**src/rtl/dispatch_queue.sv**
```systemverilog
// In-order dispatch FIFO: decoded instructions wait here and issue one at a time to the unit named in each entry.
// Optional DISPATCH_QUEUE_STATS_EN adds a saturating head-stall cycle counter (stall_cycles).
module dispatch_queue #(
  parameter int RS_ID_WIDTH   = 5,
  parameter int NUM_UNITS     = 8,
  parameter int PAYLOAD_WIDTH = 64,
  parameter int DEPTH         = 4,
  parameter int UNIT_W        = $clog2(NUM_UNITS)
) (
  input  logic                             clk,
  input  logic                             rst,
  input  logic                             in_valid,
  output logic                             in_ready,
  input  logic [PAYLOAD_WIDTH-1:0]         in_payload,
  input  logic [UNIT_W-1:0]                in_unit,
  output logic [NUM_UNITS-1:0]             out_valid,
  input  logic [NUM_UNITS-1:0]             out_ready,
  output logic [PAYLOAD_WIDTH-1:0]         out_payload,
  input  logic [NUM_UNITS*RS_ID_WIDTH-1:0] unit_id,
  output logic [RS_ID_WIDTH-1:0]           id_taken,
  output logic                             id_taken_valid,
  output logic [UNIT_W-1:0]                id_taken_unit,
  output logic                             illegal,
`ifdef DISPATCH_QUEUE_STATS_EN
  output logic [31:0]                      stall_cycles,
`endif
  output logic [$clog2(DEPTH):0]           count
);

  localparam int PW    = $clog2(DEPTH);
  localparam int CW    = PW + 1;
  localparam int NSLOT = 1 << UNIT_W;

  logic [PAYLOAD_WIDTH-1:0] payload_mem [DEPTH];
  logic [UNIT_W-1:0]        unit_mem    [DEPTH];

  logic [PW-1:0]          wr_ptr_reg;
  logic [PW-1:0]          rd_ptr_reg;
  logic [CW-1:0]          count_reg;
  logic [CW-1:0]          count_next;
  logic                   illegal_reg;
  logic [NSLOT-1:0]       unit_legal;
  logic [RS_ID_WIDTH-1:0] id_slot [NSLOT];
  logic [UNIT_W-1:0]      head_unit;
  logic                   head_valid;
  logic                   accept;
  logic                   push;
  logic                   transfer;

  // Every encodable unit index gets a slot; indices past NUM_UNITS are marked illegal and offer no ID.
  genvar gi;
  generate
    for (gi = 0; gi < NSLOT; gi++) begin : g_slot
      if (gi < NUM_UNITS) begin : g_live
        assign unit_legal[gi] = 1'b1;
        assign id_slot[gi]    = unit_id[gi*RS_ID_WIDTH +: RS_ID_WIDTH];
      end else begin : g_pad
        assign unit_legal[gi] = 1'b0;
        assign id_slot[gi]    = '0;
      end
    end
  endgenerate

  assign head_unit   = unit_mem[rd_ptr_reg];
  assign out_payload = payload_mem[rd_ptr_reg];
  assign head_valid  = !rst && (count_reg != '0);

  generate
    for (gi = 0; gi < NUM_UNITS; gi++) begin : g_out_valid
      assign out_valid[gi] = head_valid && (head_unit == UNIT_W'(gi));
    end
  endgenerate

  // Full blocks input regardless of a same-cycle pop, keeping the ready path free of out_ready.
  assign in_ready = rst || (count_reg != CW'(DEPTH));
  assign accept   = in_valid && in_ready && !rst;
  assign push     = accept && unit_legal[in_unit];
  assign transfer = |(out_valid & out_ready);

  assign id_taken_valid = transfer;
  assign id_taken       = transfer ? id_slot[head_unit] : '0;
  assign id_taken_unit  = transfer ? head_unit : '0;
  assign illegal        = illegal_reg;
  assign count          = count_reg;

  assign count_next = count_reg + CW'(push) - CW'(transfer);

  always_ff @(posedge clk) begin
    if (rst) begin
      wr_ptr_reg  <= '0;
      rd_ptr_reg  <= '0;
      count_reg   <= '0;
      illegal_reg <= 1'b0;
    end else begin
      if (push) begin
        wr_ptr_reg <= wr_ptr_reg + 1'b1;
      end
      if (transfer) begin
        rd_ptr_reg <= rd_ptr_reg + 1'b1;
      end
      count_reg <= count_next;
      if (accept && !unit_legal[in_unit]) begin
        illegal_reg <= 1'b1;
      end
    end
  end

  // Entry storage carries no reset so it maps onto plain RAM.
  always_ff @(posedge clk) begin
    if (push) begin
      payload_mem[wr_ptr_reg] <= in_payload;
      unit_mem[wr_ptr_reg]    <= in_unit;
    end
  end

`ifdef DISPATCH_QUEUE_STATS_EN
  logic [31:0] stall_cycles_reg;

  always_ff @(posedge clk) begin
    if (rst) begin
      stall_cycles_reg <= '0;
    end else if (head_valid && !transfer && (stall_cycles_reg != 32'hFFFF_FFFF)) begin
      stall_cycles_reg <= stall_cycles_reg + 32'd1;
    end
  end

  assign stall_cycles = stall_cycles_reg;
`endif

endmodule
```
**config.mk**
```make
export PLATFORM = sky130hd
export DESIGN_NAME = dispatch_queue
export DESIGN_NICKNAME = d
export VERILOG_FILES = /design/src/rtl/dispatch_queue.sv
export SDC_FILE = /design/constraint.sdc
export NUM_CORES = 1
export LEC_CHECK = 0
export CORE_AREA = 2 2 177 179
export CTS_BUF_LIST = sky130_fd_sc_hd__clkbuf_4 sky130_fd_sc_hd__clkbuf_8 sky130_fd_sc_hd__clkbuf_16
export DETAILED_ROUTE_END_ITERATION = 10
export DIE_AREA = 0 0 179 181
export HOLD_SLACK_MARGIN = 0.08
export PLACE_DENSITY_LB_ADDON = 0.05
export SLEW_MARGIN = 10
export SYNTH_ARGS = -nofsm -noshare
export SYNTH_HDL_FRONTEND = slang
export SYNTH_SLANG_ARGS = --single-unit
```
**constraint.sdc**
```tcl
create_clock -name clk -period 3.67 [get_ports clk]
set_input_delay 0.9175 -clock clk [delete_from_list [all_inputs] [get_ports clk]]
set_output_delay 0.9175 -clock clk [all_outputs]
set_load 0.02 [all_outputs]
```
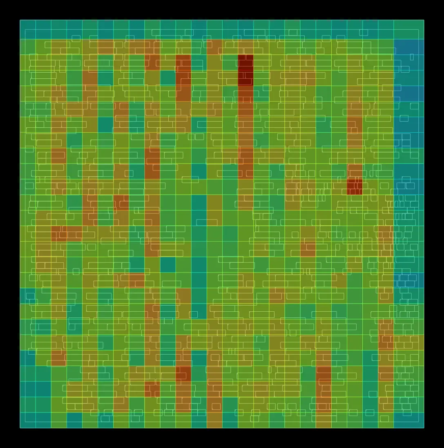
**Above:** routing congestion map.
DR WL/cell: 20.13 microns
GR Util met3: 3.472%

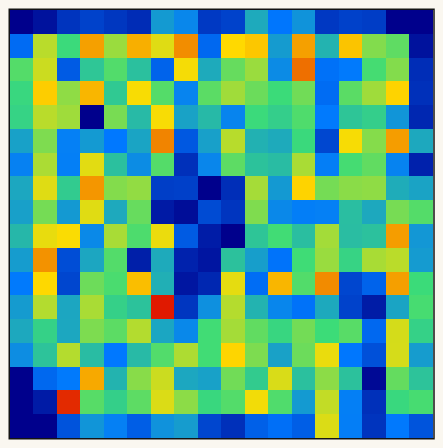
**Above:** cell density map.
The die is cut into 18 by 18 equal tiles; dark blue is low, red is high, 0 to 100% covered.
nearly empty tiles	3.4%
fullest tile	97%
emptiest ninth of the die	centre
FP Util: 34.75%
final core occ: 46.91%
CORE AREA: 30350 sq um

==> flow_metrics.py <==
# Metrics from the implementation run
metrics = {
    "run_status": {
        "outcome": "finished, final reports clean",
    },
    "cts": {
        "clock_sinks": 277,
        "cts_buffers": 29,
        "clkTransAtPathRegs_ps": 60,
    },
    "drt": {
        "vias_per_cell": 4.787,
        "dr.pass1.iters": 6,
        "drt-initial-drc-count": 206,
    },
    "global_routing": {
        "grt_pass1_wl_microns": 32620,
        "globalRouteOverflowTotal": 0,
        "antenna_found_initial": 2,
    },
    "finish": {
        "dominant_cells": "flip-flops and latches",
        "num-fill-cells": 2591,
        "layout_top_cells": "edfxtp_1, clkdlybuf4s50_1, mux4_2, clkbuf_16, buf_4",
        "inverters": 7,
        "drive_gt1_share_pct": 25.50,
        "antenna-diode-count": 1,
        "seqCellArea_sq_um": 8235,
        "syn2layout_area_growth_pct": 34.98,
    },
    "pwr": {
        "ir_worst_vdd_mv": 0.3719,
        "pwr_density_cell_nw_per_um2": 583.6,
        "swShare_pct": 25.09,
        "power.leakage_nw": 4.607,
        "p_clk_mw": 2.66,
        "combPwrFrac_pct": 23.6,
        "top_power_group": "sequential cells",
    },
    "die": {
        "num_io_pins": 204,
        "die_area_sq_um": 32400,
    },
    "synth": {
        "ys_cells": 439,
        "synth-xor-area-share_pct": 0.2491,
        "ys_warn_count": 0,
        "ys.flops": 277,
        "fa_ha_area_share_pct": 0.9015,
        "synth-simple-area-share_pct": 1.756,
        "synth_seq_share_pct": 78.01,
    },
    "timing": {
        "worst_pin_slew_ps": 620.2,
        "fin_crit_ps": 3609,
        "rsz0062_at_grt": "true",
        "finalSetupViolations": 0,
        "max_freq_mhz": 277.1,
    },
    "placement": {
        "dp_hpwl_microns": 13850,
    },
    "worst_setup_path": {
        "critPathCaptureType": "output pin",
        "worstPathCellList": "mux4_2 > or4b_1 > o22ai_4 > buf_12 > a22o_1 > buf_6",
        "worst_setup_path_start_kind": "flop",
        "path_class": "flop to output pin",
        "cp.required_ps": 2750,
    },
    "min_path": {
        "min-delay-start": "rd_ptr_reg[1]$_SDFFE_PP0P_",
    },
}
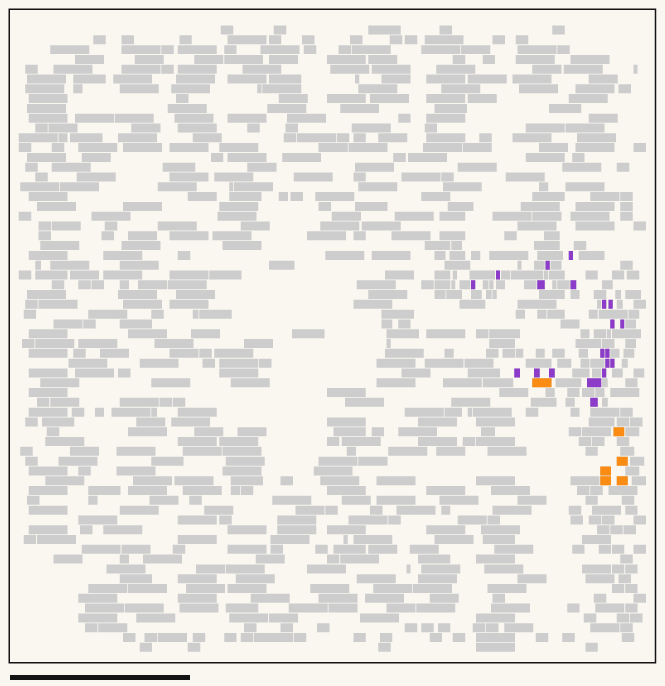
**Above:** gate families picked out.
Scale bar: 50 microns.
family	colour	cells	most used
nor cells	purple	20	nor2_1
non-inverting ao/oa cells	orange	6	a22o_1
fraction of area in multi-input gates: 15.88%
most common logic cell in the routed design: edfxtp_1

==> repair_timing <==
action,in CTS,in global routing
pin swaps,2,4
resized,55,17
buffers inserted,3,1
hold buffers,0,0
endpoints found under the setup margin,56,16
gates cloned,0,0
==> cells in the mapped netlist, drive strengths merged <==
master	instances	area share [%]
o21a	1	0.14
xor2	1	0.083
nor3	4	0.19
or4	1	0.11
nand2b	1	0.059
buf	17	0.79
a21oi	1	0.047
nor2	14	0.50
o22ai	2	0.38
conb	1	0.036
a22o	5	0.42
mux4	77	16
and2	4	0.24
nand2	2	0.071
clkbuf	3	0.11
or4bb	1	0.11
xnor2	2	0.17
or4b	3	0.32
ha	6	0.71
mux2i	5	0.47
edfxtp	268	76
inv	7	0.25
dfxtp	9	1.7
nor2b	2	0.12
fa	1	0.19
nand3	1	0.047
==> stage by stage <==
step / setup TNS (ps) / hold slack, ps / std cells / setup slack, ps
finish: 0 / 450.5 / 1099 / 61.49
global route: -118.6 / 476.1 / 1099 / -37.77
CTS: -10.44 / 452.3 / 1097 / -5.840
detailed placement: -4991 / 444.2 / 1045 / -431.7
global placement: -4202 / 439.6 / 1045 / -391.8
floorplan: 0 / 431.3 / 439 / 173.9
==> worst max-delay path by stage <==
stage                          end  slack, ps  cells past startpoint
4_1_cts           id_taken_unit[2]         -6                      7
2_1_floorplan  count[2]$_SDFF_PP0_        170                     12
6_report               id_taken[0]         60                      6
3_3_place_gp      id_taken_unit[1]       -390                      6
3_5_place_dp      id_taken_unit[1]       -430                      6
5_1_grt                id_taken[2]        -40                      6
==> routing by layer <==
metal | GRT usage [%] | vias to the layer above | share of wire (%)
met5 | 0 | - | 0.059
met4 | 3.642 | 2 | 2.5
met3 | 3.472 | 40 | 7.1
met2 | 23.49 | 164 | 50
met1 | 15.95 | 2700 | 40
li1 | - | 2355 | -
No activity file was given, so power comes from the tool's default toggle rates.
